### Where the registers sit

Drawn at 3 px/um. Other sequential cells in the stronger grey, the rest of the logic in the fainter grey.
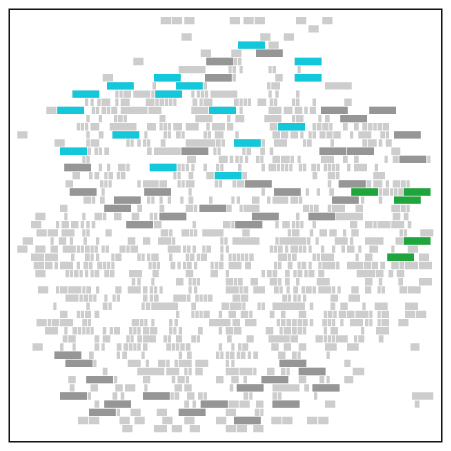
### Layout detail

Region (95, 95) to (120, 120) um. Cells in grey, sequential cells in the stronger grey; small squares are vias.
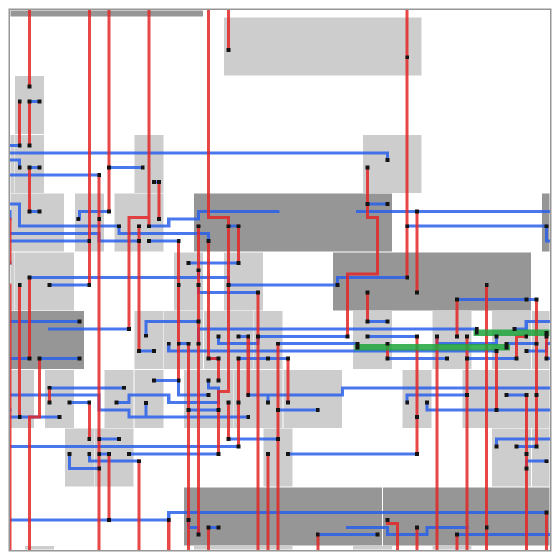
[config.mk]
export PLATFORM = sky130hd
export DESIGN_NAME = bitwise_logic_unit
export DESIGN_NICKNAME = d
export VERILOG_FILES = /design/src/rtl/bitwise_logic_unit.sv
export SDC_FILE = /design/constraint.sdc
export NUM_CORES = 1
export LEC_CHECK = 0
export ABC_AREA = 1
export CORE_MARGIN = 2
export CORE_UTILIZATION = 28
export DETAILED_ROUTE_END_ITERATION = 8
export HOLD_SLACK_MARGIN = 0.05
export PLACE_DENSITY = 0.49
export SLEW_MARGIN = 5
export SYNTH_ARGS = -nofsm -noshare
export SYNTH_HDL_FRONTEND = slang
export SYNTH_SLANG_ARGS = --single-unit
export TNS_END_PERCENT = 10
[constraint.sdc]
create_clock -name clk -period 2.8 [get_ports clk]
set_input_delay 0.56 -clock clk [delete_from_list [all_inputs] [get_ports clk]]
set_output_delay 0.56 -clock clk [all_outputs]
set_load 0.02 [all_outputs]
[src/rtl/bitwise_logic_unit.sv]
// Sequential bitwise logic unit: single-cycle AND/NAND/OR/NOR/XOR/XNOR, iterative
// population count and rotate-left (one bit per clock), with registered result and flags.
module bitwise_logic_unit #(
    parameter int WIDTH = 16
) (
    input  logic             clk,
    input  logic             rst_n,
    input  logic             start,
    input  logic [2:0]       op,
    input  logic [WIDTH-1:0] x,
    input  logic [WIDTH-1:0] y,
    output logic             ready,
    output logic             done,
    output logic [WIDTH-1:0] out,
    output logic [WIDTH-1:0] out1,
    output logic             zero,
    output logic             parity
);
    localparam int SHW = $clog2(WIDTH);
    localparam int CW  = $clog2(WIDTH + 1);

    localparam logic [2:0] OP_POPCNT = 3'b110;
    localparam logic [2:0] OP_ROTL   = 3'b111;

    typedef enum logic {
        IDLE = 1'b0,
        BUSY = 1'b1
    } state_t;

    state_t           state_q, state_d;
    logic [WIDTH-1:0] work_q, work_d;
    logic [WIDTH-1:0] out_q, out_d;
    logic [WIDTH-1:0] out1_q, out1_d;
    logic [CW-1:0]    cnt_q, cnt_d;
    logic [CW-1:0]    bits_q, bits_d;
    logic             rot_q, rot_d;
    logic             zero_q, zero_d;
    logic             parity_q, parity_d;
    logic             done_q, done_d;

    logic             wr;
    logic [WIDTH-1:0] res;
    logic [SHW-1:0]   amt;
    logic [CW-1:0]    pop_next;
    logic [WIDTH-1:0] rot_next;

    assign amt      = y[SHW-1:0];
    assign pop_next = cnt_q + {{(CW-1){1'b0}}, work_q[0]};
    assign rot_next = {work_q[WIDTH-2:0], work_q[WIDTH-1]};

    always_comb begin
        state_d  = state_q;
        work_d   = work_q;
        cnt_d    = cnt_q;
        bits_d   = bits_q;
        rot_d    = rot_q;
        out1_d   = out1_q;
        wr       = 1'b0;
        res      = out_q;
        case (state_q)
            IDLE: begin
                if (start) begin
                    out1_d = x & y;
                    if (op == OP_POPCNT) begin
                        work_d  = x;
                        cnt_d   = '0;
                        bits_d  = CW'(WIDTH);
                        rot_d   = 1'b0;
                        state_d = BUSY;
                    end else if (op == OP_ROTL && amt != '0) begin
                        work_d  = x;
                        cnt_d   = '0;
                        bits_d  = CW'(amt);
                        rot_d   = 1'b1;
                        state_d = BUSY;
                    end else begin
                        wr = 1'b1;
                        case (op)
                            3'b000:  res = x & y;
                            3'b001:  res = ~(x & y);
                            3'b010:  res = x | y;
                            3'b011:  res = ~(x | y);
                            3'b100:  res = x ^ y;
                            3'b101:  res = ~(x ^ y);
                            default: res = x;  // ROTL by zero passes x through
                        endcase
                    end
                end
            end
            BUSY: begin
                bits_d = bits_q - 1'b1;
                if (rot_q) begin
                    work_d = rot_next;
                end else begin
                    work_d = work_q >> 1;
                    cnt_d  = pop_next;
                end
                // Final iteration: publish the value produced on this same edge
                if (bits_q == CW'(1)) begin
                    wr      = 1'b1;
                    res     = rot_q ? rot_next : {{(WIDTH-CW){1'b0}}, pop_next};
                    state_d = IDLE;
                end
            end
            default: state_d = IDLE;
        endcase
        out_d    = wr ? res : out_q;
        zero_d   = wr ? ~|res : zero_q;
        parity_d = wr ? ^res : parity_q;
        done_d   = wr;
    end

    always_ff @(posedge clk or negedge rst_n) begin
        if (!rst_n) begin
            state_q  <= IDLE;
            work_q   <= '0;
            cnt_q    <= '0;
            bits_q   <= '0;
            rot_q    <= 1'b0;
            out_q    <= '0;
            out1_q   <= '0;
            zero_q   <= 1'b0;
            parity_q <= 1'b0;
            done_q   <= 1'b0;
        end else begin
            state_q  <= state_d;
            work_q   <= work_d;
            cnt_q    <= cnt_d;
            bits_q   <= bits_d;
            rot_q    <= rot_d;
            out_q    <= out_d;
            out1_q   <= out1_d;
            zero_q   <= zero_d;
            parity_q <= parity_d;
            done_q   <= done_d;
        end
    end

    assign ready  = (state_q == IDLE);
    assign done   = done_q;
    assign out    = out_q;
    assign out1   = out1_q;
    assign zero   = zero_q;
    assign parity = parity_q;
endmodule

==> results.toml <==
# synthesis and place-and-route metrics
[final_layout]
area_growth_pct = 36.47
buf_share = 0.2084
ff_count = 63
layout_top_cells = "nand2_1 (226), inv_1 (114), buf_4 (96), nor2_1 (92), nand3_1 (77)"
buffers_excl_clock = 175
seq-cell-share = 0.2116
nFillCells = 2087
layout.nets = 1034
layout.cells.most_common = "nand2_1"
regArea_sq_um = 1577
clkbuf_count = 10
fin_util = 0.3866
largest_class = "logic gates"
antenna_cells = 0
mi_logic_area_sq_um = 3242
inv_count = 121
stdcell_count = 1222
final_cell_area_sq_um = 7450
layout-drive-gt1-share = 0.1818
logic_gate_count = 582

[clock_tree]
hold_buffers = 0
clk_latency_ps = 350
cts.clk_slew.worst_paths_ps = 60
cts_root_buf = "clkbuf_16"
postCtsResizedCells = 8
cts_tree = "yes"
cts.sinks = 63
clockBufferDepth = 2
cts_buffers = 9
h-tree-depth = 3
postCtsSetupBuffers = 2

[routing]
drtIter0Drc = 382
routed_wl_um = 17610
drc_errors = 0
vias = 5523
ant_nets = 0
firstDrtPassIters = 5
drt-met1-wl_um = 8391
post_drt_wl_per_cell_um = 14.41
vias_per_cell = 4.520
wl_met2_um = 8293
dr.max_layer_used = "met4"
wl_met3_um = 650

[global_route]
antenna_found_initial = 0
globalRouteMet1Util = 0.2406
grt_busiest_layer = "met2"
use_met3 = 0.03299
grt_pass1_wl_um = 27900
gr-total-overflow = 0
groute.usage.overall = 0.1777
grt_pass1_vias = 5233
grt_max_degree = 64

[sta]
timing.final.ws_setup_ps = 167.1
whs_ps = 218.6
rsz0062_at_grt = "no"
skew_ps = 3.442
slew_headroom = 0.3600
worst_slew_pin_slew_ps = 960.0
fin_crit_sh = 0.9403
setup-tns-final_ps = 0
finalSetupViolations = 0
slew_viol_final = 0

[worst_setup_path]
cpMostUsedCell = "nand2_1"
cpLargestDelayFamily = "buffers and inverters"
crit_arrival_ps = 2870
worst_setup_path_end_kind = "register"
setup.worst_path.end = "parity"
critPathLaunchType = "input port"
crit_type = "input port to register"
cp_num_buf_inv = 3
cp_num_cells = 17
crit_chain = "clkdlybuf4s50_1 -> inv_1 -> ha_1 -> inv_1 -> nand3_1 -> o21ai_0 -> nor2_1 -> nand2_1 -> nand2_1 -> nand2_1 -> nand2_1 -> ha_1 -> xnor2_2 -> xnor2_1 -> nand2_1 -> nand3_1 -> nand2_1"
crit_required_ps = 3040
rr_worst_depth = 14
critPathMaxFanout = 2
startpoint = "x[1]"
worst-r2r-setup-slack_ps = 290

[power_and_ir_drop]
p_seq_frac = 0.244
p_int_mw = 3.649
power_density_nw_per_um2 = 864.9
p_clk_mw = 1.15
maxPowerGroup = "combinational logic"
power_frac_comb = 0.578
p_leak_nw = 3.900
p_total_mw = 6.443
swShare = 0.4337
clkPwrFrac = 0.178
powerSeq_mw = 1.57
pg_comb_mw = 3.72
power.switching_mw = 2.794

[floorplan]
die-area_sq_um = 20630
num_rows = 51
fp_util = 0.2833
io_pins = 74
core_sq_um = 19270
num_tap_cells = 265

[yosys]
synthCells = 808
floorplan.nets = 890
synth_warnings = 0
mux_area_frac = 0
simple_gate_share = 0.3388
ys_sh_adder = 0.1008
top_cell = "nand2_1"
ys_area_sq_um = 5459
synth_flops = 63
edf_count = 0
yosys-stat-cells = 808
ys_seq_share = 0.2888
ys_types = 36
yosys-top-cells-count = "nand2_1 (229), inv_1 (116), nor2_1 (93)"
xor_area_frac = 0.01444
yosysTopAreaCell = "dfrtp_1"
top_area_frac = 0.2888
aoi_share = 0.1196
synth-main-ff-cell = "dfrtp_1"
topCombFamilyByArea = "simple AND/OR/NAND/NOR gates"
syn_area_per_cell_sq_um = 6.756
async_flop_share = 1.000
netlist_area_sq_um = 5459

[worst_hold_path]
hold_path.class = "input port to async pin"

[placement]
placed_cell_area_sq_um = 7010
place_hpwl_um = 13000
place_ws_ps = -531.9
place_inst = 1203
gp_congestion = 0.8524
io_buffer_count = 73

[run]
maxCapViolations = 0
warning_count = 43

[status]
status = "complete, no violations"
Back to the opening pictures, 'Where the registers sit':
cyan -> out  # placed flops 16
green -> bits_q  # placed flops 5, where right middle
not coloured = 42

Back to the opening pictures, 'Layout detail':
blue -> M1
green -> M3
red -> M2
sequential cells in the window = 4
most frequent = nand2_1 (8)
netlist names of flops here include = cnt_q (2)
cells with their middle in the window = 34

